File: src/rtl/pipe_ctl_pkg.sv
// pipe_ctl_pkg: shared definitions for the stack-CPU back-end pipeline control.
//   - opcode / class constants used to decode the instruction header
//   - memin and SP-op encodings driven onto the datapath muxes
//   - ctl_t: per-instruction control bundle produced by pipe_ctl_dec
//   - stage ownership masks: which bundle fields each stage is allowed to drive
//   - ctl_of_class(): maps an instruction class to its control bundle
package pipe_ctl_pkg;

    localparam logic [3:0] OP_CALL = 4'd11;
    localparam logic [3:0] OP_RET  = 4'd10;
    localparam logic [3:0] OP_PUSH = 4'd9;
    localparam logic [1:0] T_ALU   = 2'd3;

    localparam logic [1:0] MI_REG = 2'd0;
    localparam logic [1:0] MI_PC1 = 2'd1;
    localparam logic [1:0] MI_PC  = 2'd2;

    localparam logic [1:0] SP_HOLD = 2'd0;
    localparam logic [1:0] SP_INC  = 2'd1;
    localparam logic [1:0] SP_DEC  = 2'd2;

    typedef enum logic [2:0] {
        CLS_PLAIN,
        CLS_CALL,
        CLS_RET,
        CLS_PUSH,
        CLS_STORE,
        CLS_ALU,
        CLS_ILL
    } cls_e;

    // ill and jmp are status bits rather than datapath controls: ill marks an
    // illegal encoding, jmp marks CALL/RET for the fetch hold.
    typedef struct packed {
        logic       memw;
        logic [1:0] memin;
        logic [1:0] spi;
        logic       sflag;
        logic       pcin;
        logic       pci;
        logic       regw;
        logic       ill;
        logic       jmp;
    } ctl_t;

    localparam ctl_t CTL_NONE = '0;

    // S2 owns the memory/stack controls, S3 the flag/PC controls, S4 the
    // register write. jmp is owned by both S2 and S3 so that OR-merging the
    // stages yields the fetch-hold condition directly.
    localparam ctl_t MASK_S2 = '{memw: 1'b1, memin: 2'b11, spi: 2'b11,
                                 sflag: 1'b0, pcin: 1'b0, pci: 1'b0,
                                 regw: 1'b0, ill: 1'b1, jmp: 1'b1};
    localparam ctl_t MASK_S3 = '{memw: 1'b0, memin: 2'b00, spi: 2'b00,
                                 sflag: 1'b1, pcin: 1'b1, pci: 1'b1,
                                 regw: 1'b0, ill: 1'b0, jmp: 1'b1};
    localparam ctl_t MASK_S4 = '{memw: 1'b0, memin: 2'b00, spi: 2'b00,
                                 sflag: 1'b0, pcin: 1'b0, pci: 1'b0,
                                 regw: 1'b1, ill: 1'b0, jmp: 1'b0};

    function automatic ctl_t ctl_of_class(input cls_e cls, input logic [2:0] sub);
        ctl_t c;
        c = CTL_NONE;
        case (cls)
            CLS_CALL: begin
                c.memw  = 1'b1;
                c.memin = MI_PC;
                c.spi   = SP_DEC;
                c.pcin  = 1'b1;
                c.pci   = 1'b0;
                c.jmp   = 1'b1;
            end
            CLS_RET: begin
                c.spi   = SP_INC;
                c.jmp   = 1'b1;
            end
            CLS_PUSH: begin
                c.memw  = 1'b1;
                c.memin = MI_PC1;
                c.spi   = SP_DEC;
                c.pcin  = 1'b1;
                c.pci   = 1'b1;
            end
            CLS_STORE: begin
                c.memw  = 1'b1;
                c.pcin  = 1'b1;
            end
            CLS_ALU: begin
                c.spi   = SP_INC;
                c.pcin  = 1'b1;
                c.regw  = 1'b1;
                c.sflag = (sub >= 3'd2);
            end
            CLS_ILL: begin
                c.ill   = 1'b1;
            end
            default: begin
                c.pcin  = 1'b1;
                c.pci   = 1'b1;
            end
        endcase
        return c;
    endfunction

endpackage

File: src/rtl/pipe_ctl_dec.sv
// pipe_ctl_dec: combinational instruction decoder, one instance per stage.
//   isr  in  IW     instruction held in the stage register
//   ctl  out ctl_t  full control bundle (ungated; the caller applies valid)
// Only the header bits (opcode and ALU sub-op) carry meaning here; the
// operand bits below them are ignored.
module pipe_ctl_dec
    import pipe_ctl_pkg::*;
#(
    parameter int IW      = 16,
    parameter int ALU_OPS = 5
) (
    input  logic [IW-1:0] isr,
    output ctl_t          ctl
);

    localparam logic [2:0] SUB_MAX = 3'(ALU_OPS);

    logic [3:0] op;
    logic [1:0] t;
    logic [2:0] sub;
    cls_e       cls;
    logic       unused_isr_low;

    assign op             = isr[IW-1 -: 4];
    assign t              = isr[IW-1 -: 2];
    assign sub            = isr[IW-3 -: 3];
    assign unused_isr_low = ^isr[IW-6:0];

    always_comb begin
        cls = CLS_PLAIN;
        if (t == T_ALU) begin
            if (sub == 3'd0) begin
                cls = CLS_STORE;
            end else if (sub <= SUB_MAX) begin
                cls = CLS_ALU;
            end else begin
                cls = CLS_ILL;
            end
        end else if (op == OP_CALL) begin
            cls = CLS_CALL;
        end else if (op == OP_RET) begin
            cls = CLS_RET;
        end else if (op == OP_PUSH) begin
            cls = CLS_PUSH;
        end
    end

    always_comb begin
        ctl = ctl_of_class(cls, sub);
    end

endmodule

File: src/rtl/pipe_ctl_unit.sv
// pipe_ctl_unit: back-end pipeline control for the 16-bit stack CPU.
// Registers the instruction stream through S2 (memory/stack), S3 (flag/PC)
// and S4 (writeback) with per-stage valids, stall and flush, and decodes each
// stage register into the datapath controls that stage owns.
//   clk        in   clock, rising edge
//   rst_n      in   asynchronous active-low reset
//   isr_in     in   instruction from decode (S1)
//   isr_vld    in   isr_in valid
//   isr_rdy    out  instruction accepted this cycle when isr_vld is also high
//   stall      in   external memory stall, freezes S2..S4
//   flush      in   kills S2 and S3 at the next edge
//   memw/memin/spi   out  S2 controls
//   sflag/pcin/pci   out  S3 controls
//   regw       out  S4 control
//   ill        out  one-cycle pulse when an illegal encoding enters S2
//   stall_cnt  out  saturating count of cycles with isr_vld && !isr_rdy
module pipe_ctl_unit
    import pipe_ctl_pkg::*;
#(
    parameter int IW           = 16,
    parameter int ALU_OPS      = 5,
    parameter int HOLD_ON_JUMP = 1,
    parameter int CW           = 8
) (
    input  logic          clk,
    input  logic          rst_n,
    input  logic [IW-1:0] isr_in,
    input  logic          isr_vld,
    output logic          isr_rdy,
    input  logic          stall,
    input  logic          flush,
    output logic          memw,
    output logic [1:0]    memin,
    output logic [1:0]    spi,
    output logic          sflag,
    output logic          pcin,
    output logic          pci,
    output logic          regw,
    output logic          ill,
    output logic [CW-1:0] stall_cnt
);

    logic [IW-1:0] s2_isr_q, s2_isr_d;
    logic [IW-1:0] s3_isr_q, s3_isr_d;
    logic [IW-1:0] s4_isr_q, s4_isr_d;
    logic          s2_vld_q, s2_vld_d;
    logic          s3_vld_q, s3_vld_d;
    logic          s4_vld_q, s4_vld_d;
    // Set only in the cycle right after an instruction is loaded into S2, so
    // ill stays a single pulse even if a stall parks the instruction there.
    logic          s2_new_q, s2_new_d;
    logic [CW-1:0] stall_cnt_q, stall_cnt_d;

    ctl_t s2_raw, s3_raw, s4_raw;
    ctl_t s2_ctl, s3_ctl, s4_ctl;
    ctl_t live;
    logic hold;
    logic accept;

    pipe_ctl_dec #(.IW(IW), .ALU_OPS(ALU_OPS)) u_dec_s2 (
        .isr (s2_isr_q),
        .ctl (s2_raw)
    );

    pipe_ctl_dec #(.IW(IW), .ALU_OPS(ALU_OPS)) u_dec_s3 (
        .isr (s3_isr_q),
        .ctl (s3_raw)
    );

    pipe_ctl_dec #(.IW(IW), .ALU_OPS(ALU_OPS)) u_dec_s4 (
        .isr (s4_isr_q),
        .ctl (s4_raw)
    );

    // Bubbles drive nothing; each stage then contributes only its own fields.
    always_comb begin
        s2_ctl = s2_vld_q ? s2_raw : CTL_NONE;
        s3_ctl = s3_vld_q ? s3_raw : CTL_NONE;
        s4_ctl = s4_vld_q ? s4_raw : CTL_NONE;
        live   = ctl_t'((s2_ctl & MASK_S2) | (s3_ctl & MASK_S3) | (s4_ctl & MASK_S4));
    end

    assign hold    = (HOLD_ON_JUMP != 0) && live.jmp;
    assign isr_rdy = !stall && !flush && !hold;
    assign accept  = isr_vld && isr_rdy;

    assign memw      = live.memw;
    assign memin     = live.memin;
    assign spi       = live.spi;
    assign sflag     = live.sflag;
    assign pcin      = live.pcin;
    assign pci       = live.pci;
    assign regw      = live.regw;
    assign ill       = live.ill && s2_new_q;
    assign stall_cnt = stall_cnt_q;

    always_comb begin
        s2_isr_d    = s2_isr_q;
        s3_isr_d    = s3_isr_q;
        s4_isr_d    = s4_isr_q;
        s2_vld_d    = s2_vld_q;
        s3_vld_d    = s3_vld_q;
        s4_vld_d    = s4_vld_q;
        s2_new_d    = 1'b0;
        stall_cnt_d = stall_cnt_q;

        if (flush) begin
            // Flush wins over stall for S2/S3; S4 still honours the stall.
            s2_vld_d = 1'b0;
            s2_isr_d = '0;
            s3_vld_d = 1'b0;
            s3_isr_d = '0;
            if (!stall) begin
                s4_vld_d = s3_vld_q;
                s4_isr_d = s3_isr_q;
            end
        end else if (!stall) begin
            s4_vld_d = s3_vld_q;
            s4_isr_d = s3_isr_q;
            s3_vld_d = s2_vld_q;
            s3_isr_d = s2_isr_q;
            s2_vld_d = accept;
            s2_isr_d = accept ? isr_in : '0;
            s2_new_d = accept;
        end

        if (isr_vld && !isr_rdy && (stall_cnt_q != {CW{1'b1}})) begin
            stall_cnt_d = stall_cnt_q + CW'(1);
        end
    end

    always_ff @(posedge clk or negedge rst_n) begin
        if (!rst_n) begin
            s2_isr_q    <= '0;
            s3_isr_q    <= '0;
            s4_isr_q    <= '0;
            s2_vld_q    <= 1'b0;
            s3_vld_q    <= 1'b0;
            s4_vld_q    <= 1'b0;
            s2_new_q    <= 1'b0;
            stall_cnt_q <= '0;
        end else begin
            s2_isr_q    <= s2_isr_d;
            s3_isr_q    <= s3_isr_d;
            s4_isr_q    <= s4_isr_d;
            s2_vld_q    <= s2_vld_d;
            s3_vld_q    <= s3_vld_d;
            s4_vld_q    <= s4_vld_d;
            s2_new_q    <= s2_new_d;
            stall_cnt_q <= stall_cnt_d;
        end
    end

endmodule

File: config.mk
export PLATFORM = sky130hd
export DESIGN_NAME = pipe_ctl_unit
export DESIGN_NICKNAME = d
export VERILOG_FILES = /design/src/rtl/pipe_ctl_pkg.sv /design/src/rtl/pipe_ctl_dec.sv /design/src/rtl/pipe_ctl_unit.sv
export SDC_FILE = /design/constraint.sdc
export NUM_CORES = 1
export LEC_CHECK = 0
export CORE_ASPECT_RATIO = 1.4
export CORE_MARGIN = 2
export CORE_UTILIZATION = 41
export DETAILED_ROUTE_END_ITERATION = 10
export HOLD_SLACK_MARGIN = 0.12
export PLACE_DENSITY = 0.75
export REMOVE_ABC_BUFFERS = 1
export SLEW_MARGIN = 20
export SYNTH_ARGS = -nofsm -noshare
export SYNTH_HDL_FRONTEND = slang
export SYNTH_SLANG_ARGS = --single-unit
File: constraint.sdc
create_clock -name clk -period 1.7 [get_ports clk]
set_input_delay 0.425 -clock clk [delete_from_list [all_inputs] [get_ports clk]]
set_output_delay 0.425 -clock clk [all_outputs]
set_load 0.05 [all_outputs]
met1.png
(6 px per µm) Supply wires on this layer in grey.
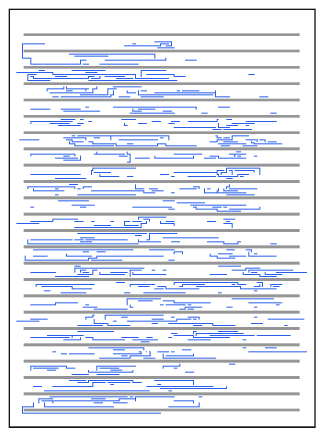
wire length on this layer: 1540 µm
share of all routed wire: 39%
via count: 1132
routed wire length: 3980 µm
met1 Track Usage GR: 24.9%

met2.png
(4 px per µm) Cells faint in the background.
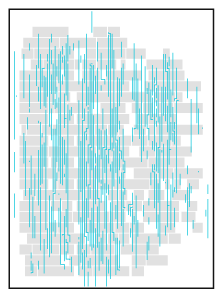
longest straight run: 33.0 µm
nets with wire on the layer: 174
main direction: vertical
wire length on this layer: 2190 µm
GRT met2 Usage: 38.5%

==> notes.md <==
State of the implementation.

- The flow ran to the end, but the final reports show violations.
- The final reports fail on negative setup slack.
- Summed over all nets, the half-perimeter wirelength after detailed placement is 2250 µm.
- Per report_power, the Combinational row totals 1070 µW.
- The number of non-filler instances in the completed layout is 208, for reference.
- Static timing analysis puts the maximum clock frequency at 480 MHz.
- The number of instances in the placed design is 191, for reference.
- The pre-CTS setup slack is -0.314 ns, for reference.
- In the post-synthesis netlist, the biggest area contributors are sky130_fd_sc_hd__dfrtp_1 (54%), sky130_fd_sc_hd__mux2i_1 (4.8%), sky130_fd_sc_hd__mux2_2 (4.5%), sky130_fd_sc_hd__xor2_1 (4.2%), sky130_fd_sc_hd__nor2_1 (3.9%).
- The clock drives 27 sinks.
- The largest cell class by area is non-clock buffers, for reference.
- Setup violations remaining at the end of the flow were counted as 13.
- In this run the cell area of the synthesized design comes to 1250 µm².
- The routability congestion estimate from global placement is 0.775, for reference.
- In the final layout, flip-flops and latches occupy just under 700 µm².
- The multi-input logic cell count is 78, for reference.
- The most used flip-flop cell after synthesis is sky130_fd_sc_hd__dfrtp_1, for reference.
- TritonCTS built the clock tree.
- The script logs the ratio of routed vias to standard cells as 5.44.
- The global routing report lists combined usage of all routing layers as 22.4%.
- The post-cts hold-fix buffer tally is 0, for reference.
- The setup TNS is -1.27 ns, for reference.
- The worst setup margin is -0.382 ns, for reference.
- The total length of routed met2 wires is 2190 µm, for reference.
- The number of antenna violations at the first check in global routing is 0, for reference.
- Per the breakdown, switching nets consume 37.9% of all power.
- The Yosys step of the flow raised 0 warnings.
- The most critical min-delay path falls under in2async.
- Summing all multi-input logic gate instances after layout gives 737 µm².
- The critical path start-end classification is reg2out, for reference.
- Per the detail_route report, DRC violations left total 0.
- The timing report gives the biggest stage delay along the critical path as roughly 0.4 ns.
- The count of buffers added by post-CTS timing repair for setup is 4, for reference.
- The final max-slew violation count is 0, for reference.
- By count the netlist is led by sky130_fd_sc_hd__dfrtp_1 (27), sky130_fd_sc_hd__nor2_1 (13), sky130_fd_sc_hd__mux2i_1 (6), sky130_fd_sc_hd__nand2_1 (6), sky130_fd_sc_hd__xor2_1 (6).
- The net count of the finished layout is between 150 and 200, for reference.
- The fraction of cell area in non-clock buffers is 33.7%, for reference.
- Post-route period utilization is reported as 122%.
- The repair_antennas step left the layout with diodes totalling 0.
- The fraction of synthesized area in multiplexers is 10.5%, for reference.
- In this run the count of I/O pins placed on the die edge is 40.
- The count of library flops with an enable pin is 0, for reference.
- The number of design-rule violations left by the first detailed-router iteration is 31, for reference.
- The power per unit of standard cell area is between 900 and 1000 nW/µm², for reference.
- The layout has 3 clock buffers.
- The number of fillers in the final layout is 155, for reference.
- The number of flip-flops and latches is 27, for reference.
- Between clock sinks in the finished design, the worst skew comes to 0.0104 ns.
- The worst hold slack after final layout is 0.511 ns, for reference.
- The die area is 3520 µm², for reference.
- The later-pin clock latency in the skew report is between 0.2 and 0.3 ns, for reference.
- Before placement the cells fill a little over two fifths of the core.
- The number of logic stages on the critical path including buffering is 4, for reference.
- In the layout the commonest cells are sky130_fd_sc_hd__dfrtp_1 (24), sky130_fd_sc_hd__buf_4 (23), sky130_fd_sc_hd__buf_12 (18).
- The end of the worst register-to-register path is stall_cnt[1]$_DFFE_PN0P_, for reference.
- The pin closest to its max-slew limit shows a slew of between 0.5 and 0.6 ns.
- The non-clock inverters instantiated in the layout total 1.
- Grouping non-sequential cells by family puts the most area in simple AND/OR/NAND/NOR gates.
- Per the synthesis report, the AND-OR/OR-AND share of the synthesized area is 8.39%.
- The area fraction in and, or, nand and nor cells is approximately 17%, for reference.
- The share of the yosys chip area belonging to registers is between 50% and 60%, for reference.
- CTS added clock buffers totalling 3.
- Relative to the synthesized area, the layout overhead comes to 82.2%.
- Once detail routing completed, the nets flagged for antenna violations numbered 0.
- The cell family contributing the most delay on the critical path is simple AND/OR/NAND/NOR gates.
- Setup repair after global routing could not meet its margin everywhere.
- According to the timing report, the arrival time at the worst endpoint equals between 1.5 and 2 ns.
- Per the Yosys statistics, synthesis produced approximately 110 cells.
- The power consumed by sequential cells is 827 µW, for reference.
- Per the detailed placement report, the placed cell area equals ~1900 µm².
- The sequential share of cell area is between 20 and 30%, for reference.
- Yosys reported that registers with async set or reset make up 100%.
- The share of power burned in the clock network is between 15 and 20%, for reference.
- The maximum buffer depth of the clock tree is 2, for reference.
- Per the CTS log, the root buffer master is sky130_fd_sc_hd__clkbuf_8.
- The first global-routing pass estimated 5960 µm of wire.
- The count of buffers from port buffering is 28, for reference.
- STA classifies the critical path startpoint as a flop.
met3.png
(6 px per µm)
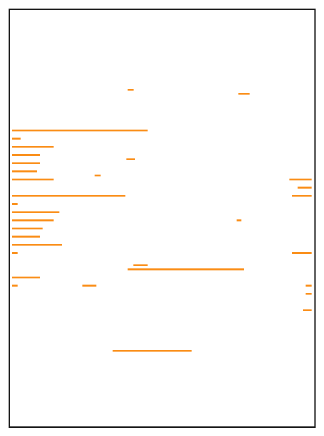
nets with wire on the layer: 29
wire length on this layer: 161 µm
share of all routed wire: 4.0%

Power figures rest on the tool's default switching activity, not on a simulated workload.
